### Sequential cells colored by netlist name

Bar = 50 um. Other sequential cells in the stronger gray, the rest of the logic in the fainter gray.
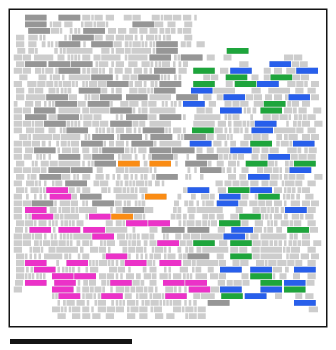
### Clock nets

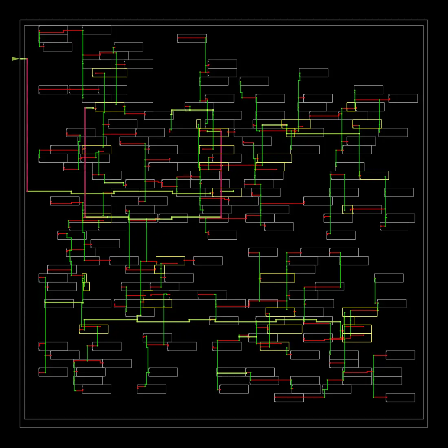
### Placed cells, one color a class

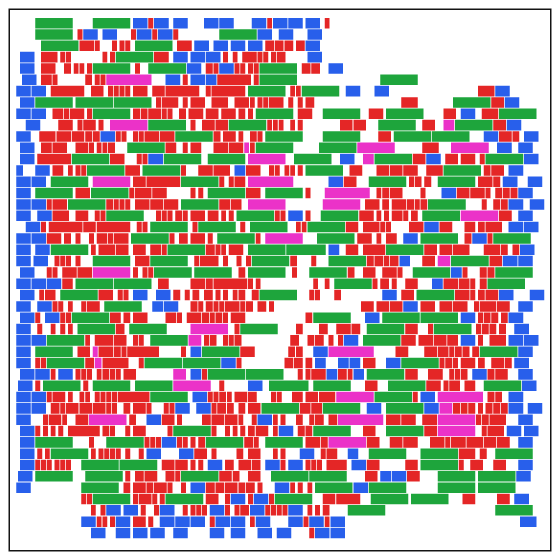
### Cell sizes after repair

Bar = 50 um.
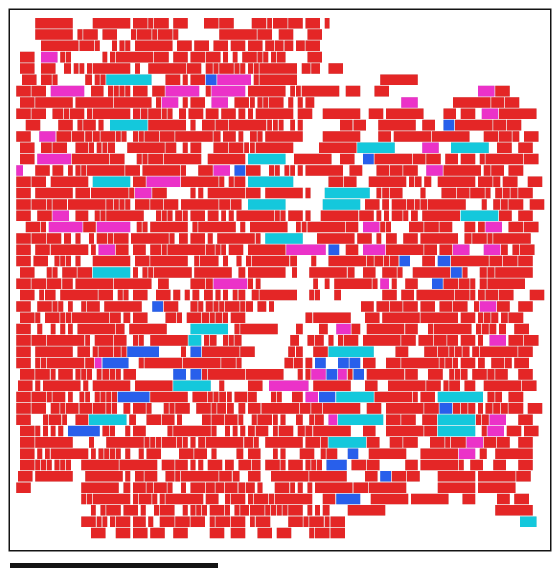
--- config.mk ---
export PLATFORM = sky130hd
export DESIGN_NAME = mem_align_unit_flat
export DESIGN_NICKNAME = d
export VERILOG_FILES = /design/src/rtl/mem_pkg.sv /design/src/rtl/mem_align_unit_if.sv /design/src/rtl/mem_lane_ext.sv /design/src/rtl/mem_align_unit.sv /design/src/flat_wrapper.sv
export SDC_FILE = /design/constraint.sdc
export NUM_CORES = 1
export LEC_CHECK = 0
export CAP_MARGIN = 20
export CORE_UTILIZATION = 55
export CTS_BUF_LIST = sky130_fd_sc_hd__clkbuf_16
export DETAILED_ROUTE_END_ITERATION = 12
export PLACE_DENSITY = 0.91
export SYNTH_ARGS = -nofsm -noshare
export SYNTH_HDL_FRONTEND = slang
export SYNTH_SLANG_ARGS = --single-unit
--- constraint.sdc ---
create_clock -name clk -period 5.4 [get_ports clk]
set_input_delay 1.62 -clock clk [delete_from_list [all_inputs] [get_ports clk]]
set_output_delay 1.62 -clock clk [all_outputs]
set_load 0.02 [all_outputs]
--- src/rtl/mem_pkg.sv ---
// rtl/mem_pkg.sv - shared encodings and lane helpers for the load/store alignment engine
//   SZ_*    : access size encodings (log2 of bytes)
//   state_t : alignment FSM state encoding
//   nb_of   : byte lanes for a given bus width
//   ow_of   : lane offset width for a given bus width
package mem_pkg;

  localparam logic [1:0] SZ_B = 2'd0;
  localparam logic [1:0] SZ_H = 2'd1;
  localparam logic [1:0] SZ_W = 2'd2;
  localparam logic [1:0] SZ_D = 2'd3;

  typedef enum logic [2:0] {
    IDLE = 3'd0,
    CMD0 = 3'd1,
    RD0  = 3'd2,
    CMD1 = 3'd3,
    RD1  = 3'd4,
    RESP = 3'd5
  } state_t;

  function automatic int nb_of(input int data_w);
    return data_w / 8;
  endfunction

  function automatic int ow_of(input int data_w);
    return $clog2(data_w / 8);
  endfunction

endpackage

--- src/rtl/mem_align_unit_if.sv ---
// rtl/mem_align_unit_if.sv - request, memory-bus and response signals of the alignment engine
//   req_* : datapath request handshake (valid/ready) with size, sign, address, store data
//   bus_* : lane-aligned data-memory beats (valid/ready) and read return (rvalid/rdata)
//   rsp_* : one-cycle completion pulse with extended load data and error flag
//   slave : the alignment engine side; master : datapath plus memory side
interface mem_align_unit_if
  import mem_pkg::*;
#(
  parameter int DATA_W = 32,
  parameter int ADDR_W = 32
);
  localparam int NB = nb_of(DATA_W);

  logic              req_valid;
  logic              req_ready;
  logic              req_we;
  logic [1:0]        req_size;
  logic              req_signed;
  logic [ADDR_W-1:0] req_addr;
  logic [DATA_W-1:0] req_wdata;

  logic              bus_valid;
  logic              bus_ready;
  logic              bus_we;
  logic [ADDR_W-1:0] bus_addr;
  logic [NB-1:0]     bus_be;
  logic [DATA_W-1:0] bus_wdata;
  logic              bus_rvalid;
  logic [DATA_W-1:0] bus_rdata;

  logic              rsp_valid;
  logic [DATA_W-1:0] rsp_rdata;
  logic              rsp_err;

  modport slave (
    input  req_valid, req_we, req_size, req_signed, req_addr, req_wdata,
    input  bus_ready, bus_rvalid, bus_rdata,
    output req_ready, bus_valid, bus_we, bus_addr, bus_be, bus_wdata,
    output rsp_valid, rsp_rdata, rsp_err
  );

  modport master (
    output req_valid, req_we, req_size, req_signed, req_addr, req_wdata,
    output bus_ready, bus_rvalid, bus_rdata,
    input  req_ready, bus_valid, bus_we, bus_addr, bus_be, bus_wdata,
    input  rsp_valid, rsp_rdata, rsp_err
  );

endinterface

--- src/rtl/mem_lane_ext.sv ---
// rtl/mem_lane_ext.sv - combinational load extraction with sign/zero extension
//   rdata2 : {beat1, beat0} read data, 2*DATA_W bits
//   off    : byte offset of the access within the first beat
//   size   : log2 of access bytes
//   sgn    : 1 = sign-extend, 0 = zero-extend
//   data   : right-justified extended load data
module mem_lane_ext
  import mem_pkg::*;
#(
  parameter  int DATA_W = 32,
  localparam int OW     = ow_of(DATA_W)
) (
  input  logic [2*DATA_W-1:0] rdata2,
  input  logic [OW-1:0]       off,
  input  logic [1:0]          size,
  input  logic                sgn,
  output logic [DATA_W-1:0]   data
);

  logic [DATA_W-1:0] lo;
  logic              msb;
  int                nbits;

  always_comb begin
    lo    = DATA_W'(rdata2 >> {off, 3'b000});
    nbits = 8 << size;
    // Sizes at or above the bus width pass the shifted data unchanged.
    if (nbits > DATA_W) nbits = DATA_W;
    case (size)
      SZ_B:    msb = lo[7];
      SZ_H:    msb = lo[15];
      SZ_W:    msb = lo[31];
      default: msb = lo[DATA_W-1];
    endcase
    data = '0;
    for (int i = 0; i < DATA_W; i++) begin
      data[i] = (i < nbits) ? lo[i] : (sgn & msb);
    end
  end

endmodule

--- src/rtl/mem_align_unit.sv ---
// rtl/mem_align_unit.sv - load/store alignment engine between datapath and data-memory bus
//   clk, rst_n : rising-edge clock, asynchronous active-low reset
//   io         : request handshake, memory-bus beats and response (mem_align_unit_if.slave)
// Lane-crossing accesses become two beats (SPLIT_EN=1) or an error response (SPLIT_EN=0).
module mem_align_unit
  import mem_pkg::*;
#(
  parameter int DATA_W   = 32,
  parameter int ADDR_W   = 32,
  parameter int SPLIT_EN = 1
) (
  input  logic              clk,
  input  logic              rst_n,
  mem_align_unit_if.slave   io
);

  localparam int NB = nb_of(DATA_W);
  localparam int OW = ow_of(DATA_W);

  state_t state, state_nx;

  // Latched request and precomputed beats
  logic              we_q, sgn_q, cross_q, err_q;
  logic [1:0]        size_q;
  logic [OW-1:0]     off_q;
  logic [ADDR_W-1:0] base_q;
  logic [NB-1:0]     be0_q, be1_q;
  logic [DATA_W-1:0] wd0_q, wd1_q, r0_q, r1_q;

  // Request decode
  logic [OW-1:0]       off_in;
  logic [2*NB-1:0]     one2, mask2;
  logic [2*DATA_W-1:0] wide;
  logic                cross_in, err_in;
  logic [DATA_W-1:0]   ext;

  always_comb begin
    off_in   = io.req_addr[OW-1:0];
    one2     = {{(2*NB-1){1'b0}}, 1'b1};
    // For the widest size the shift wraps to 0 and the subtraction yields all ones.
    mask2    = ((one2 << (4'd1 << io.req_size)) - one2) << off_in;
    wide     = {{DATA_W{1'b0}}, io.req_wdata} << {off_in, 3'b000};
    cross_in = |mask2[2*NB-1:NB];
    err_in   = (int'(io.req_size) > OW) || (cross_in && (SPLIT_EN == 0));
  end

  always_ff @(posedge clk or negedge rst_n) begin
    if (!rst_n) begin
      we_q    <= 1'b0;
      sgn_q   <= 1'b0;
      cross_q <= 1'b0;
      err_q   <= 1'b0;
      size_q  <= '0;
      off_q   <= '0;
      base_q  <= '0;
      be0_q   <= '0;
      be1_q   <= '0;
      wd0_q   <= '0;
      wd1_q   <= '0;
      r0_q    <= '0;
      r1_q    <= '0;
    end else begin
      if (state == IDLE && io.req_valid) begin
        we_q    <= io.req_we;
        sgn_q   <= io.req_signed;
        cross_q <= cross_in;
        err_q   <= err_in;
        size_q  <= io.req_size;
        off_q   <= off_in;
        base_q  <= {io.req_addr[ADDR_W-1:OW], {OW{1'b0}}};
        be0_q   <= mask2[NB-1:0];
        be1_q   <= mask2[2*NB-1:NB];
        wd0_q   <= wide[DATA_W-1:0];
        wd1_q   <= wide[2*DATA_W-1:DATA_W];
        r0_q    <= '0;
        r1_q    <= '0;
      end
      if (state == RD0 && io.bus_rvalid) r0_q <= io.bus_rdata;
      if (state == RD1 && io.bus_rvalid) r1_q <= io.bus_rdata;
    end
  end

  always_ff @(posedge clk or negedge rst_n) begin
    if (!rst_n) state <= IDLE;
    else        state <= state_nx;
  end

  mem_lane_ext #(.DATA_W(DATA_W)) u_ext (
    .rdata2 ({r1_q, r0_q}),
    .off    (off_q),
    .size   (size_q),
    .sgn    (sgn_q),
    .data   (ext)
  );

  always_comb begin
    state_nx     = state;
    io.req_ready = 1'b0;
    io.bus_valid = 1'b0;
    io.bus_we    = 1'b0;
    io.bus_addr  = '0;
    io.bus_be    = '0;
    io.bus_wdata = '0;
    io.rsp_valid = 1'b0;
    io.rsp_rdata = '0;
    io.rsp_err   = 1'b0;
    case (state)
      IDLE: begin
        io.req_ready = rst_n;
        if (io.req_valid) state_nx = err_in ? RESP : CMD0;
      end
      CMD0: begin
        io.bus_valid = 1'b1;
        io.bus_we    = we_q;
        io.bus_addr  = base_q;
        io.bus_be    = be0_q;
        io.bus_wdata = wd0_q;
        if (io.bus_ready) state_nx = !we_q ? RD0 : (cross_q ? CMD1 : RESP);
      end
      RD0: begin
        if (io.bus_rvalid) state_nx = cross_q ? CMD1 : RESP;
      end
      CMD1: begin
        io.bus_valid = 1'b1;
        io.bus_we    = we_q;
        io.bus_addr  = base_q + ADDR_W'(NB);
        io.bus_be    = be1_q;
        io.bus_wdata = wd1_q;
        if (io.bus_ready) state_nx = we_q ? RESP : RD1;
      end
      RD1: begin
        if (io.bus_rvalid) state_nx = RESP;
      end
      RESP: begin
        io.rsp_valid = 1'b1;
        io.rsp_err   = err_q;
        io.rsp_rdata = (we_q || err_q) ? '0 : ext;
        state_nx     = IDLE;
      end
      default: state_nx = IDLE;
    endcase
  end

endmodule

--- src/flat_wrapper.sv ---
// flat-port wrapper written by rule: the top's interface ports become plain ports
module mem_align_unit_flat import mem_pkg::*;
#(
  parameter int DATA_W   = 32,
  parameter int ADDR_W   = 32,
  parameter int SPLIT_EN = 1
)
  (clk, rst_n, io_req_valid, io_req_we, io_req_size, io_req_signed, io_req_addr, io_req_wdata, io_bus_ready, io_bus_rvalid, io_bus_rdata, io_req_ready, io_bus_valid, io_bus_we, io_bus_addr, io_bus_be, io_bus_wdata, io_rsp_valid, io_rsp_rdata, io_rsp_err);
  mem_align_unit_if #(.DATA_W(DATA_W), .ADDR_W(ADDR_W)) io_i ();
  input  logic clk;
  input  logic rst_n;
  input wire logic [$bits(io_i.req_valid)-1:0] io_req_valid;
  input wire logic [$bits(io_i.req_we)-1:0] io_req_we;
  input wire logic [$bits(io_i.req_size)-1:0] io_req_size;
  input wire logic [$bits(io_i.req_signed)-1:0] io_req_signed;
  input wire logic [$bits(io_i.req_addr)-1:0] io_req_addr;
  input wire logic [$bits(io_i.req_wdata)-1:0] io_req_wdata;
  input wire logic [$bits(io_i.bus_ready)-1:0] io_bus_ready;
  input wire logic [$bits(io_i.bus_rvalid)-1:0] io_bus_rvalid;
  input wire logic [$bits(io_i.bus_rdata)-1:0] io_bus_rdata;
  output wire logic [$bits(io_i.req_ready)-1:0] io_req_ready;
  output wire logic [$bits(io_i.bus_valid)-1:0] io_bus_valid;
  output wire logic [$bits(io_i.bus_we)-1:0] io_bus_we;
  output wire logic [$bits(io_i.bus_addr)-1:0] io_bus_addr;
  output wire logic [$bits(io_i.bus_be)-1:0] io_bus_be;
  output wire logic [$bits(io_i.bus_wdata)-1:0] io_bus_wdata;
  output wire logic [$bits(io_i.rsp_valid)-1:0] io_rsp_valid;
  output wire logic [$bits(io_i.rsp_rdata)-1:0] io_rsp_rdata;
  output wire logic [$bits(io_i.rsp_err)-1:0] io_rsp_err;
  assign io_i.req_valid = io_req_valid;
  assign io_i.req_we = io_req_we;
  assign io_i.req_size = io_req_size;
  assign io_i.req_signed = io_req_signed;
  assign io_i.req_addr = io_req_addr;
  assign io_i.req_wdata = io_req_wdata;
  assign io_i.bus_ready = io_bus_ready;
  assign io_i.bus_rvalid = io_bus_rvalid;
  assign io_i.bus_rdata = io_bus_rdata;
  assign io_req_ready = io_i.req_ready;
  assign io_bus_valid = io_i.bus_valid;
  assign io_bus_we = io_i.bus_we;
  assign io_bus_addr = io_i.bus_addr;
  assign io_bus_be = io_i.bus_be;
  assign io_bus_wdata = io_i.bus_wdata;
  assign io_rsp_valid = io_i.rsp_valid;
  assign io_rsp_rdata = io_i.rsp_rdata;
  assign io_rsp_err = io_i.rsp_err;
  mem_align_unit #(.DATA_W(DATA_W), .ADDR_W(ADDR_W), .SPLIT_EN(SPLIT_EN)) u_core (.clk(clk), .rst_n(rst_n), .io(io_i));
endmodule
==> flow_summary.ini <==
; generated from flow reports
[status]
status = finished, final reports clean

[layout]
post-route-util_pct = 74.0
nonClkBufAreaFrac_pct = 18.6
largest_class = logic gates
ff_count = 160
stdcell_area_um2 = 11700
instances_no_fill = 1378
comb_area_um2 = 4570
combAreaFraction_pct = 38.9
lay_top_count = nand2_1
drive_gt1_share_pct = 8.26
inverters = 11
clkCellAreaFrac_pct = 5.69
buffers = 223
nNetsFinal = 1256
diodes = 0
final_cell_mix = nand2_1, clkdlybuf4s50_1, dfrtp_1
fillerInstances = 1101
reg_top3 = u_core.r0_q: 32 flops, u_core.wd0_q: 32 flops, u_core.base_q: 30 flops
sh_seq_area_pct = 34.1
area_growth_pct = 31.1

[clocking]
clock-sinks = 160
root_buffer = clkbuf_16
clock.latency.late_pin_ps = 430
cts_tree = done
clock_path_buffers = 2
cts_max_level = 4
numCtsBuffers = 17
postCtsHoldBufs = 0

[hold_path]
hold_end = u_core.wd0_q[2]
whs_path_depth = 2
hold_start = u_core.wd0_q[2]
holdCritPathClass = flop to flop

[floorplan]
dieHeight_um = 130
io_pins = 210
tap_cells = 216
fp_util_pct = 56.4
chipArea_um2 = 16800
die-width_um = 130
core_um2 = 15900

[placement]
place_congestion = 0.889
placedInstanceArea_um2 = 11100
dpl.hpwl_um = 17300
pre_cts_ws_ps = 966
post-place-cells = 1346

[synthesis]
synth_cells = 984
synth_area_um2 = 8960
fa_ha_area_share_pct = 0.279
ys.flops = 160
simple_gate_area_share_pct = 20.4
synth.avg_cell_area_um2 = 9.11
yosysCellCount = 984
ys_sh_xor_pct = 2.93
top_logic_kind = simple AND/OR/NAND/NOR gates
edf_count = 0
flop_cell = dfrtp_1
async_reset_ff_share_pct = 100
common_cells = nand2_1, dfrtp_1, nor2_1, mux2i_1, a22o_1
yosysChipArea_um2 = 8960
most_common_cell = nand2_1
yosys_warnings = 0
area_leaders = dfrtp_1, nand2_1, mux2i_1
ys_types = 45
ys_sh_mux_pct = 13.2

[run]
warning_count = 26

[global_routing]
globalRouteMet1Util_pct = 39.5
antenna_found_initial = 1
grt_pass1_vias = 8049
grt_max_degree = 94
use_met3_pct = 8.88
gr-usage-met2_pct = 52.9
grt_util_all_layers_pct = 31.7
grt_first_pass_wirelength_um = 40700
top_usage_layer = met2

[power_and_ir_drop]
pg_clk_mw = 1.36
internal_power_mw = 3.78
leakagePower_nw = 5.21
maxPowerGroup = combinational cells
power_density_nw_per_um2 = 539
total_power_mw = 6.34
seq_power_share_pct = 35.3
pwr-share-comb_pct = 43.2
switching_share_pct = 40.3
comb_cell_power_mw = 2.74
switchingPower_mw = 2.56
p_clk_share_pct = 21.5

[setup_path]
path_class = flop to output port
cp.depth = 5
cp-endpoint = io_rsp_rdata[22]
end_kind = output port
crit_buf_inv = 1
cp_top_family = AND-OR/OR-AND gates
slowest_delay_ps = 710
r2r_end = u_core.base_q[3]
cp_max_fo = 21
cp_data_required_time_ps = 3780
cp_data_arrival_time_ps = 2990

[final_timing]
setup_ws_ps = 789
post-route-min-period_ps = 4610
whs_ps = 464
slew_headroom_pct = 35.1
setup_tns_ps = 0
worst_pin_slew_ps = 973
slew_violations = 0
timing.fmax_ghz = 0.217

[route]
wire_per_inst_um = 18.8
dr.pass1.iters = 6
wl_met2_um = 12800
final_antenna_net_count = 0
drcViolationCount = 0
drt_iter0_drc = 795
viasPerCell = 6.01
routed.top_layer = met4
dr_wl_met3_um = 2380
wl_met1_um = 10300
## Picture notes: 'Sequential cells colored by netlist name'
legend:
  u_core.be1_q:
    color: orange
    placed_flops: 4
    where: center
  u_core.base_q:
    color: magenta
    placed_flops: 30
  u_core.r1_q:
    color: green
    placed_flops: 24
  u_core.r0_q:
    color: blue
    placed_flops: 32

## Picture notes: 'Clock nets'
clk_skew: 7.82 ps
clock buf count: 17

## Picture notes: 'Placed cells, one color a class'
legend:
  sequential cells:
    color: green
    cells: 160
    share_of_their_area: 35%
  remaining logic cells:
    color: red
    cells: 747
    share_of_their_area: 40%
  remaining buffers and delay cells:
    color: blue
    cells: 223
    share_of_their_area: 19%
  clock drivers and dummy loads:
    color: magenta
    cells: 32
    share_of_their_area: 5.8%

## Picture notes: 'Cell sizes after repair'
legend:
  x1 and smaller:
    color: red
    cells: 1066
  x2:
    color: magenta
    cells: 43
  x3 and x4:
    color: blue
    cells: 28
  x6 and larger:
    color: cyan
    cells: 25

Power and IR drop assume default switching activity.
